### Signal wires on met2, run 1

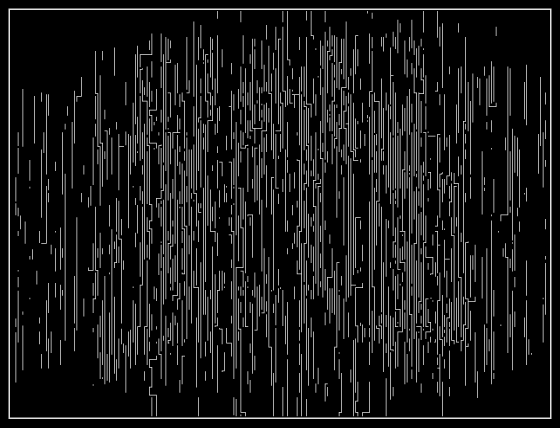
### Met3 routing, run 1

Scale bar: 20 um.
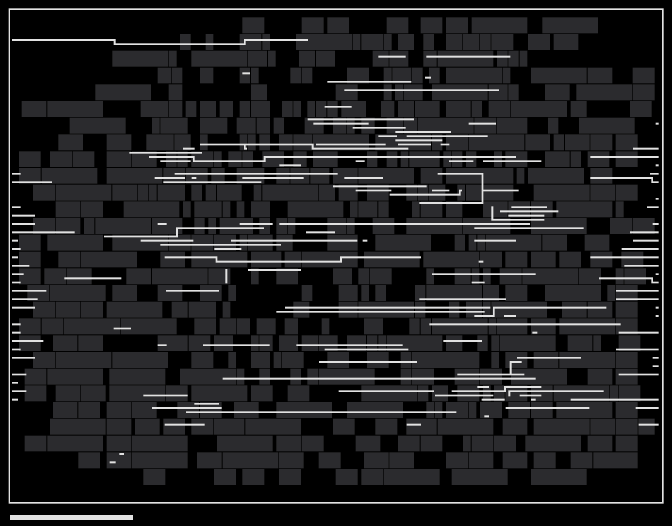
### Routing congestion, run 1

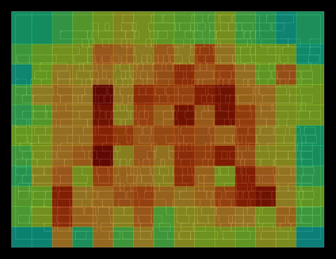
### Signal wires on met1, run 1

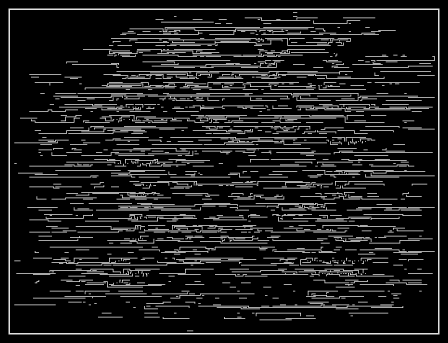
`src/rtl/mbus_ice_driver_rx_pkg.sv`:
```
// Shared definitions for the MBus-to-ICE receive driver: FSM state encoding,
// default status codes, the full-address prefix and a byte-select helper.
package mbus_ice_driver_rx_pkg;

  typedef enum logic [2:0] {
    ST_RX_IDLE       = 3'd0,
    ST_RX_ACK        = 3'd1,
    ST_RX_SHIFT_ADDR = 3'd2,
    ST_RX_SHIFT_DATA = 3'd3,
    ST_RX_WAIT_NEXT  = 3'd4,
    ST_RX_STATUS     = 3'd5
  } rx_state_e;

  localparam logic [7:0] STATUS_OK_DEFAULT   = 8'h00;
  localparam logic [7:0] STATUS_FAIL_DEFAULT = 8'h01;
  localparam logic [3:0] FULL_ADDR_PREFIX    = 4'hF;

  // Byte idx of a word counted from the MSB (idx 0 = bits 31:24).
  function automatic logic [7:0] word_byte(input logic [31:0] word, input logic [1:0] idx);
    case (idx)
      2'd0:    return word[31:24];
      2'd1:    return word[23:16];
      2'd2:    return word[15:8];
      default: return word[7:0];
    endcase
  endfunction

endpackage

```
`src/rtl/mbus_ice_driver_rx.sv`:
```
// Receive-direction MBus driver: accepts address/data words over a 4-phase
// req/ack handshake and serializes them MSB first into an ICE byte frame.
module mbus_ice_driver_rx
  import mbus_ice_driver_rx_pkg::*;
#(
  parameter bit         SHORT_ADDR_EN = 1'b1,
  parameter logic [7:0] STATUS_OK     = STATUS_OK_DEFAULT,
  parameter logic [7:0] STATUS_FAIL   = STATUS_FAIL_DEFAULT
) (
  input  logic        clk,
  input  logic        reset_n,
  input  logic [31:0] rx_mbus_rxaddr,
  input  logic [31:0] rx_mbus_rxdata,
  input  logic        rx_mbus_rxreq,
  input  logic        rx_mbus_rxpend,
  input  logic        rx_mbus_rxfail,
  output logic        rx_mbus_rxack,
  output logic        rx_frame_valid,
  output logic [7:0]  rx_char,
  output logic        rx_char_valid,
  input  logic        rx_char_ready
);

  rx_state_e   state;
  logic [31:0] addr_q;
  logic [31:0] data_q;
  logic        pend_q;
  logic        first_q;
  logic        fail_q;
  logic [1:0]  cnt_q;

  logic        short_addr;
  logic [1:0]  cnt_nxt;
  logic        addr_last;
  logic        data_last;
  logic [7:0]  addr_byte;
  logic [7:0]  addr_byte_nxt;
  logic [7:0]  data_byte;
  logic [7:0]  data_byte_nxt;

  assign short_addr    = SHORT_ADDR_EN && (addr_q[31:28] != FULL_ADDR_PREFIX);
  assign cnt_nxt       = cnt_q + 2'd1;
  assign addr_last     = short_addr || (cnt_q == 2'd3);
  assign data_last     = (cnt_q == 2'd3);
  assign addr_byte     = short_addr ? addr_q[7:0] : word_byte(addr_q, cnt_q);
  assign addr_byte_nxt = word_byte(addr_q, cnt_nxt);
  assign data_byte     = word_byte(data_q, cnt_q);
  assign data_byte_nxt = word_byte(data_q, cnt_nxt);

  always_ff @(posedge clk or negedge reset_n) begin
    // NOTE: the latched words are reset too, so a frame dropped by reset
    // leaves no stale address/data behind for the next message.
    if (!reset_n) begin
      state          <= ST_RX_IDLE;
      addr_q         <= '0;
      data_q         <= '0;
      pend_q         <= 1'b0;
      first_q        <= 1'b0;
      fail_q         <= 1'b0;
      cnt_q          <= 2'd0;
      rx_mbus_rxack  <= 1'b0;
      rx_frame_valid <= 1'b0;
      rx_char        <= 8'h00;
      rx_char_valid  <= 1'b0;
    end else begin
      case (state)
        ST_RX_IDLE: begin
          if (rx_mbus_rxreq) begin
            addr_q        <= rx_mbus_rxaddr;
            data_q        <= rx_mbus_rxdata;
            pend_q        <= rx_mbus_rxpend;
            first_q       <= 1'b1;
            rx_mbus_rxack <= 1'b1;
            state         <= ST_RX_ACK;
          end
        end

        ST_RX_ACK: begin
          if (rx_mbus_rxfail) fail_q <= 1'b1;
          if (!rx_mbus_rxreq) begin
            rx_mbus_rxack <= 1'b0;
            state         <= first_q ? ST_RX_SHIFT_ADDR : ST_RX_SHIFT_DATA;
          end
        end

        ST_RX_SHIFT_ADDR: begin
          if (rx_mbus_rxfail) fail_q <= 1'b1;
          if (!rx_char_valid) begin
            rx_char        <= addr_byte;
            rx_char_valid  <= 1'b1;
            rx_frame_valid <= 1'b1;
          end else if (rx_char_ready) begin
            if (addr_last) begin
              cnt_q         <= 2'd0;
              rx_char_valid <= 1'b0;
              state         <= ST_RX_SHIFT_DATA;
            end else begin
              cnt_q   <= cnt_nxt;
              rx_char <= addr_byte_nxt;
            end
          end
        end

        ST_RX_SHIFT_DATA: begin
          if (rx_mbus_rxfail) fail_q <= 1'b1;
          if (!rx_char_valid) begin
            rx_char        <= data_byte;
            rx_char_valid  <= 1'b1;
            rx_frame_valid <= 1'b1;
          end else if (rx_char_ready) begin
            if (data_last) begin
              cnt_q         <= 2'd0;
              rx_char_valid <= 1'b0;
              // A fail seen on this very cycle still ends the message.
              if (fail_q || rx_mbus_rxfail || !pend_q) state <= ST_RX_STATUS;
              else                                     state <= ST_RX_WAIT_NEXT;
            end else begin
              cnt_q   <= cnt_nxt;
              rx_char <= data_byte_nxt;
            end
          end
        end

        ST_RX_WAIT_NEXT: begin
          if (rx_mbus_rxreq) begin
            data_q        <= rx_mbus_rxdata;
            pend_q        <= rx_mbus_rxpend;
            first_q       <= 1'b0;
            rx_mbus_rxack <= 1'b1;
            if (rx_mbus_rxfail) fail_q <= 1'b1;
            state         <= ST_RX_ACK;
          end else if (rx_mbus_rxfail) begin
            fail_q <= 1'b1;
            state  <= ST_RX_STATUS;
          end
        end

        ST_RX_STATUS: begin
          if (!rx_char_valid) begin
            rx_char       <= fail_q ? STATUS_FAIL : STATUS_OK;
            rx_char_valid <= 1'b1;
          end else if (rx_char_ready) begin
            rx_char_valid  <= 1'b0;
            rx_frame_valid <= 1'b0;
            fail_q         <= 1'b0;
            state          <= ST_RX_IDLE;
          end
        end

        default: begin
          state          <= ST_RX_IDLE;
          fail_q         <= 1'b0;
          cnt_q          <= 2'd0;
          rx_mbus_rxack  <= 1'b0;
          rx_frame_valid <= 1'b0;
          rx_char        <= 8'h00;
          rx_char_valid  <= 1'b0;
        end
      endcase
    end
  end

endmodule

```
`config.mk`:
```
export PLATFORM = sky130hd
export DESIGN_NAME = mbus_ice_driver_rx
export DESIGN_NICKNAME = d
export VERILOG_FILES = /design/src/rtl/mbus_ice_driver_rx_pkg.sv /design/src/rtl/mbus_ice_driver_rx.sv
export SDC_FILE = /design/constraint.sdc
export NUM_CORES = 1
export LEC_CHECK = 0
export CORE_ASPECT_RATIO = 0.75
export CORE_UTILIZATION = 55
export CTS_CLUSTER_DIAMETER = 120
export DETAILED_ROUTE_END_ITERATION = 7
export GPL_TIMING_DRIVEN = 0
export PLACE_DENSITY = 0.84
export SLEW_MARGIN = 20
export SYNTH_ARGS = -nofsm -noshare
export SYNTH_HDL_FRONTEND = slang
export SYNTH_SLANG_ARGS = --single-unit
```
`constraint.sdc`:
```
create_clock -name clk -period 4 [get_ports clk]
set_input_delay 0.4 -clock clk [delete_from_list [all_inputs] [get_ports clk]]
set_output_delay 0.4 -clock clk [all_outputs]
set_load 0.005 [all_outputs]
```
==> flow_summary.json, run 1 <==
{
  "whs_ns": 0.0259,
  "final.period_utilization": 0.634,
  "status": "completed",
  "final_cell_area_um2": 5620,
  "p_int_mw": 2.60,
  "yosys_area_um2": 4460,
  "grt_start_max_net_pins": 45,
  "top_cell": "sky130_fd_sc_hd__dfrtp_1",
  "nFillCells": 585,
  "final_cells": 596,
  "antennaDiodeCount": 0,
  "reg.largest.list": "addr_q (32), data_q (32), rx_char (8)",
  "detailedPlacementHpwl_um": 9390,
  "finalWeightedCongestion": 0.928,
  "postCtsSetupBuffers": 0,
  "worstPathCellList": "inv_1 > ha_1 > buf_2 > a222oi_1 > mux2i_1 > a21oi_1 > o21ai_0 > a32o_1",
  "synth.area.mux_share": 0.164,
  "initialDrtViolationCount": 537,
  "avgSynthCellArea_um2": 11.3,
  "swShare": 0.403,
  "tritoncts": "built",
  "area_share_clock_buf_inv": 0.0370,
  "synth.cellmix.adderShare": 0.0168,
  "path_depth": 8,
  "finalPower_mw": 4.36,
  "yosys_most_used_dff": "sky130_fd_sc_hd__dfrtp_1",
  "worstSetupEndpointType": "flip-flop",
  "clock_tree_buf_depth": 2,
  "numPlacedInstances": 581,
  "cts.clk_slew.worst_paths_ns": 0.08,
  "mean_number_of_vias_per_cell": 6.55,
  "crit_required_ns": 4.25,
  "timing.fmax_mhz": 394,
  "crit_path_max_fanout": 10,
  "maxSlewViolCount": 0,
  "post_synth_and_or_nand_nor_area_fraction": 0.0866,
  "clock-sinks": 83,
  "holdBufCountCts": 0,
  "clock_latency_ns": 0.36,
  "synth.cellmix.xorXnorShare": 0,
  "power.static_leakage_nw": 2.31,
  "nNetsFinal": 563,
  "worst_path_largest_cell_delay_ns": 0.46,
  "dr_wl_met3_um": 1340,
  "r2r.worst_path.cells": 8,
  "worst-setup-path-type": "flip-flop to flip-flop",
  "drt_drc_violations_left": 0,
  "common_cells": "sky130_fd_sc_hd__dfrtp_1 (83), sky130_fd_sc_hd__mux2_2 (55), sky130_fd_sc_hd__a222oi_1 (30), sky130_fd_sc_hd__nand2_1 (22), sky130_fd_sc_hd__o21ai_0 (22)",
  "tritoncts.num_buffers": 9,
  "final_layout_top_logic_cells": "sky130_fd_sc_hd__dfrtp_1 (83), sky130_fd_sc_hd__clkdlybuf4s50_1 (79), sky130_fd_sc_hd__mux2_2 (55)",
  "coreArea_um2": 7880,
  "maxCapViolations": 0,
  "grt_setup_unrepaired": "false",
  "floorplan.die.width_um": 106,
  "nFlopsAndLatches": 83,
  "route.detailed.wl_per_inst_um": 21.8,
  "crit_family": "AND-OR/OR-AND gates",
  "synthesis.instances": 395,
  "timing.rr.start": "cnt_q[0]$_DFFE_PN0P_"
}
-- 'Signal wires on met2' (at the start) --
longest straight run: 32.6 um
wire length on this layer: 5860 um
share of all routed wire: 45%
met2 capacity usage during global routing: 0.497
Post-Route WL: 13000 um
vias post-DR: 3901

-- 'Met3 routing' (at the start) --
share of all routed wire: 10%
main direction: horizontal
wire length on this layer: 1340 um
longest straight run: 50.6 um
nets with wire on the layer: 122

-- 'Routing congestion' (at the start) --
GR peak layer: met2
Util after Layout: 0.713
total routing resource utilization after global routing: 0.325
met3 usage: 0.0710
M1 GR Usage: 0.457

-- 'Signal wires on met1' (at the start) --
main direction: horizontal
wire length on this layer: 5530 um
nets with wire on the layer: 501
share of all routed wire: 43%
longest straight run: 34.5 um

==> run 2: changes to the inputs <==
--- a/config.mk
+++ b/config.mk
@@ -6,11 +6,11 @@
 export NUM_CORES = 1
 export LEC_CHECK = 0
 export CORE_ASPECT_RATIO = 0.75
-export CORE_UTILIZATION = 55
+export CORE_UTILIZATION = 48
 export CTS_CLUSTER_DIAMETER = 120
 export DETAILED_ROUTE_END_ITERATION = 7
 export GPL_TIMING_DRIVEN = 0
-export PLACE_DENSITY = 0.84
+export PLACE_DENSITY = 0.78
 export SLEW_MARGIN = 20
 export SYNTH_ARGS = -nofsm -noshare
 export SYNTH_HDL_FRONTEND = slang
==> constraint.sdc (replaced) <==
create_clock -name clk -period 2.2 [get_ports clk]
set_input_delay 0.22 -clock clk [delete_from_list [all_inputs] [get_ports clk]]
set_output_delay 0.22 -clock clk [all_outputs]
set_load 0.005 [all_outputs]
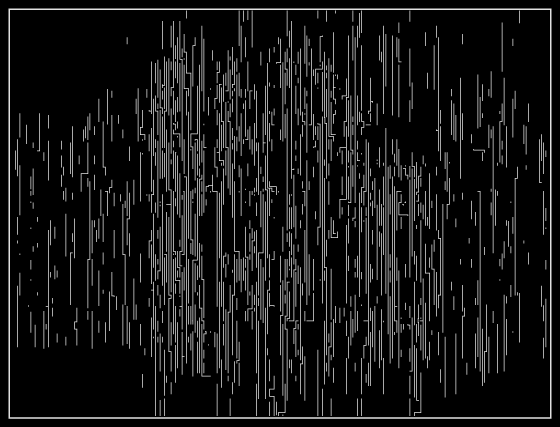
*Signal wires on met2, run 2*
main direction: vertical
wire length on this layer: 5360 um

==> run 2 against run 1 <==
Against the previous run: highest routed layer unchanged; worst hold slack improved by 0.36 ns; largest power group unchanged; wire length shrank 5.0%; sequential cell count unchanged; clock skew fell by 0.0012 ns; via count decreased by 1.9%; synthesized area did not move; die area rose by 14%; count of clock-buffer cells in the layout did not move; sequential power increased by 82%.
==> flow_summary.json, run 2 <==
{
  "worst-setup-path-type": "flip-flop to flip-flop",
  "drt_drc_violations_left": 0,
  "numPlacedInstances": 604,
  "biggestCellCategory": "logic gates",
  "antennaDiodeCount": 0,
  "tritoncts": "built",
  "synth.cellmix.adderShare": 0.0168,
  "tritoncts.num_buffers": 9,
  "ys_async_sr_fraction": 1.00,
  "netlist.top_cell.by_area": "sky130_fd_sc_hd__dfrtp_1",
  "whs_ns": 0.386,
  "finClkSkew_ns": 0.00645,
  "layout_clock_buffer_count": 11,
  "final.period_utilization": 0.958,
  "gr-usage-met2": 0.388,
  "timing.rr.start": "cnt_q[1]$_DFFE_PN0P_",
  "nFillCells": 728,
  "final_layout_top_logic_cell": "sky130_fd_sc_hd__dfrtp_1",
  "p_int_mw": 5.20,
  "route.detailed.wl_per_inst_um": 19.8,
  "grt_util_met1": 0.388,
  "syn-num-nets": 471,
  "reg.largest.list": "addr_q (32), data_q (32), rx_char (8)",
  "worst_path_largest_cell_delay_ns": 0.42,
  "first_pass_iters": 8,
  "avgSynthCellArea_um2": 11.3,
  "postCtsSetupBuffers": 0,
  "synth.area.mux_share": 0.164,
  "nNetsFinal": 566,
  "crit_required_ns": 2.44,
  "cts.clk_slew.worst_paths_ns": 0.06,
  "dr_wl_met3_um": 918,
  "final-hold-violation-count": 0,
  "synth.cellmix.xorXnorShare": 0,
  "yosys_most_used_dff": "sky130_fd_sc_hd__dfrtp_1",
  "port_buffers": 80,
  "maxSlewViolCount": 0,
  "worstPathCellList": "buf_4 > ha_4 > clkbuf_4 > a222oi_1 > mux2i_1 > a21oi_1 > o21ai_0 > a32o_1",
  "clock-sinks": 83,
  "path_depth": 8,
  "final_cells": 622,
  "coreArea_um2": 9050,
  "holdBufCountCts": 1,
  "status": "completed",
  "top_usage_layer": "met1",
  "maxCapViolations": 0,
  "netlist_top_cells_area": "sky130_fd_sc_hd__dfrtp_1 (47%), sky130_fd_sc_hd__mux2_2 (14%), sky130_fd_sc_hd__a222oi_1 (6.7%)",
  "final_cell_area_um2": 5830,
  "final_layout_top_logic_cells": "sky130_fd_sc_hd__dfrtp_1 (81), sky130_fd_sc_hd__clkdlybuf4s50_1 (79), sky130_fd_sc_hd__mux2_2 (55)",
  "timing.fmax_mhz": 474,
  "num-nonclk-buffers": 116,
  "total_area_of_sequential_cells_um2": 2080,
  "area_share_clock_buf_inv": 0.0543,
  "met2_routed_length_um": 5360,
  "util_after_layout": 0.644,
  "r2r.worst_path.cells": 8,
  "multi_input_comb_area_um2": 2160,
  "synthesis.instances": 395,
  "clock_latency_ns": 0.35,
  "clock_tree_buf_depth": 2,
  "crit_family": "AND-OR/OR-AND gates",
  "finalPower_mw": 8.38,
  "common_cells": "sky130_fd_sc_hd__dfrtp_1 (83), sky130_fd_sc_hd__mux2_2 (55), sky130_fd_sc_hd__a222oi_1 (30), sky130_fd_sc_hd__nand2_1 (22), sky130_fd_sc_hd__o21ai_0 (22)",
  "crit_path_max_fanout": 10,
  "syn_to_final_growth_pct": 30.5,
  "nFlopsAndLatches": 83,
  "floorplan.die.width_um": 113,
  "grt_start_max_net_pins": 47,
  "finalWeightedCongestion": 0.939,
  "post_synth_and_or_nand_nor_area_fraction": 0.0866,
  "grt.total_usage": 0.266,
  "wire_length_of_the_first_global_routing_pass_um": 19500,
  "hold_class": "input pin to async pin",
  "worstSetupEndpointType": "flip-flop",
  "swShare": 0.380,
  "crit_slowest_cell": "sky130_fd_sc_hd__dfrtp_2",
  "detailedPlacementHpwl_um": 9120,
  "yosys_area_um2": 4460,
  "mean_number_of_vias_per_cell": 6.15,
  "power.static_leakage_nw": 2.39,
  "die_height_um": 85.5,
  "initialDrtViolationCount": 474,
  "global_route.overflow_total": 0,
  "top_cell": "sky130_fd_sc_hd__dfrtp_1"
}
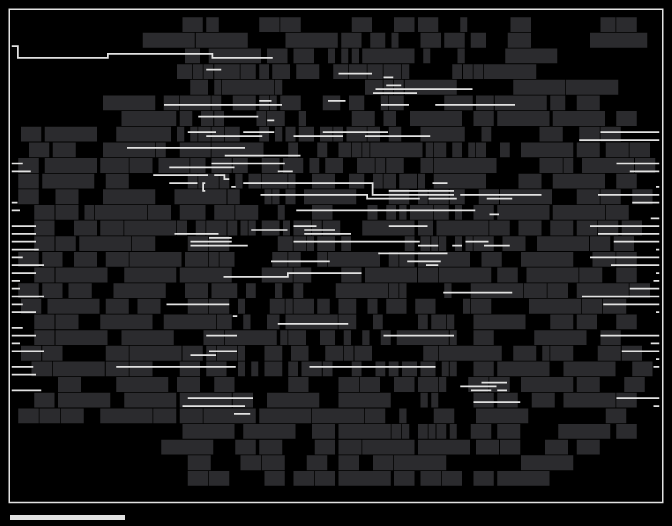
*Met3 routing, run 2*
Scale bar: 20 um.
wire length on this layer: 918 um
longest straight run: 30.8 um
met3 usage: 0.0636
vias post-DR: 3827
Post-Route WL: 12300 um

Power figures rest on the tool's default switching activity, not on a simulated workload.
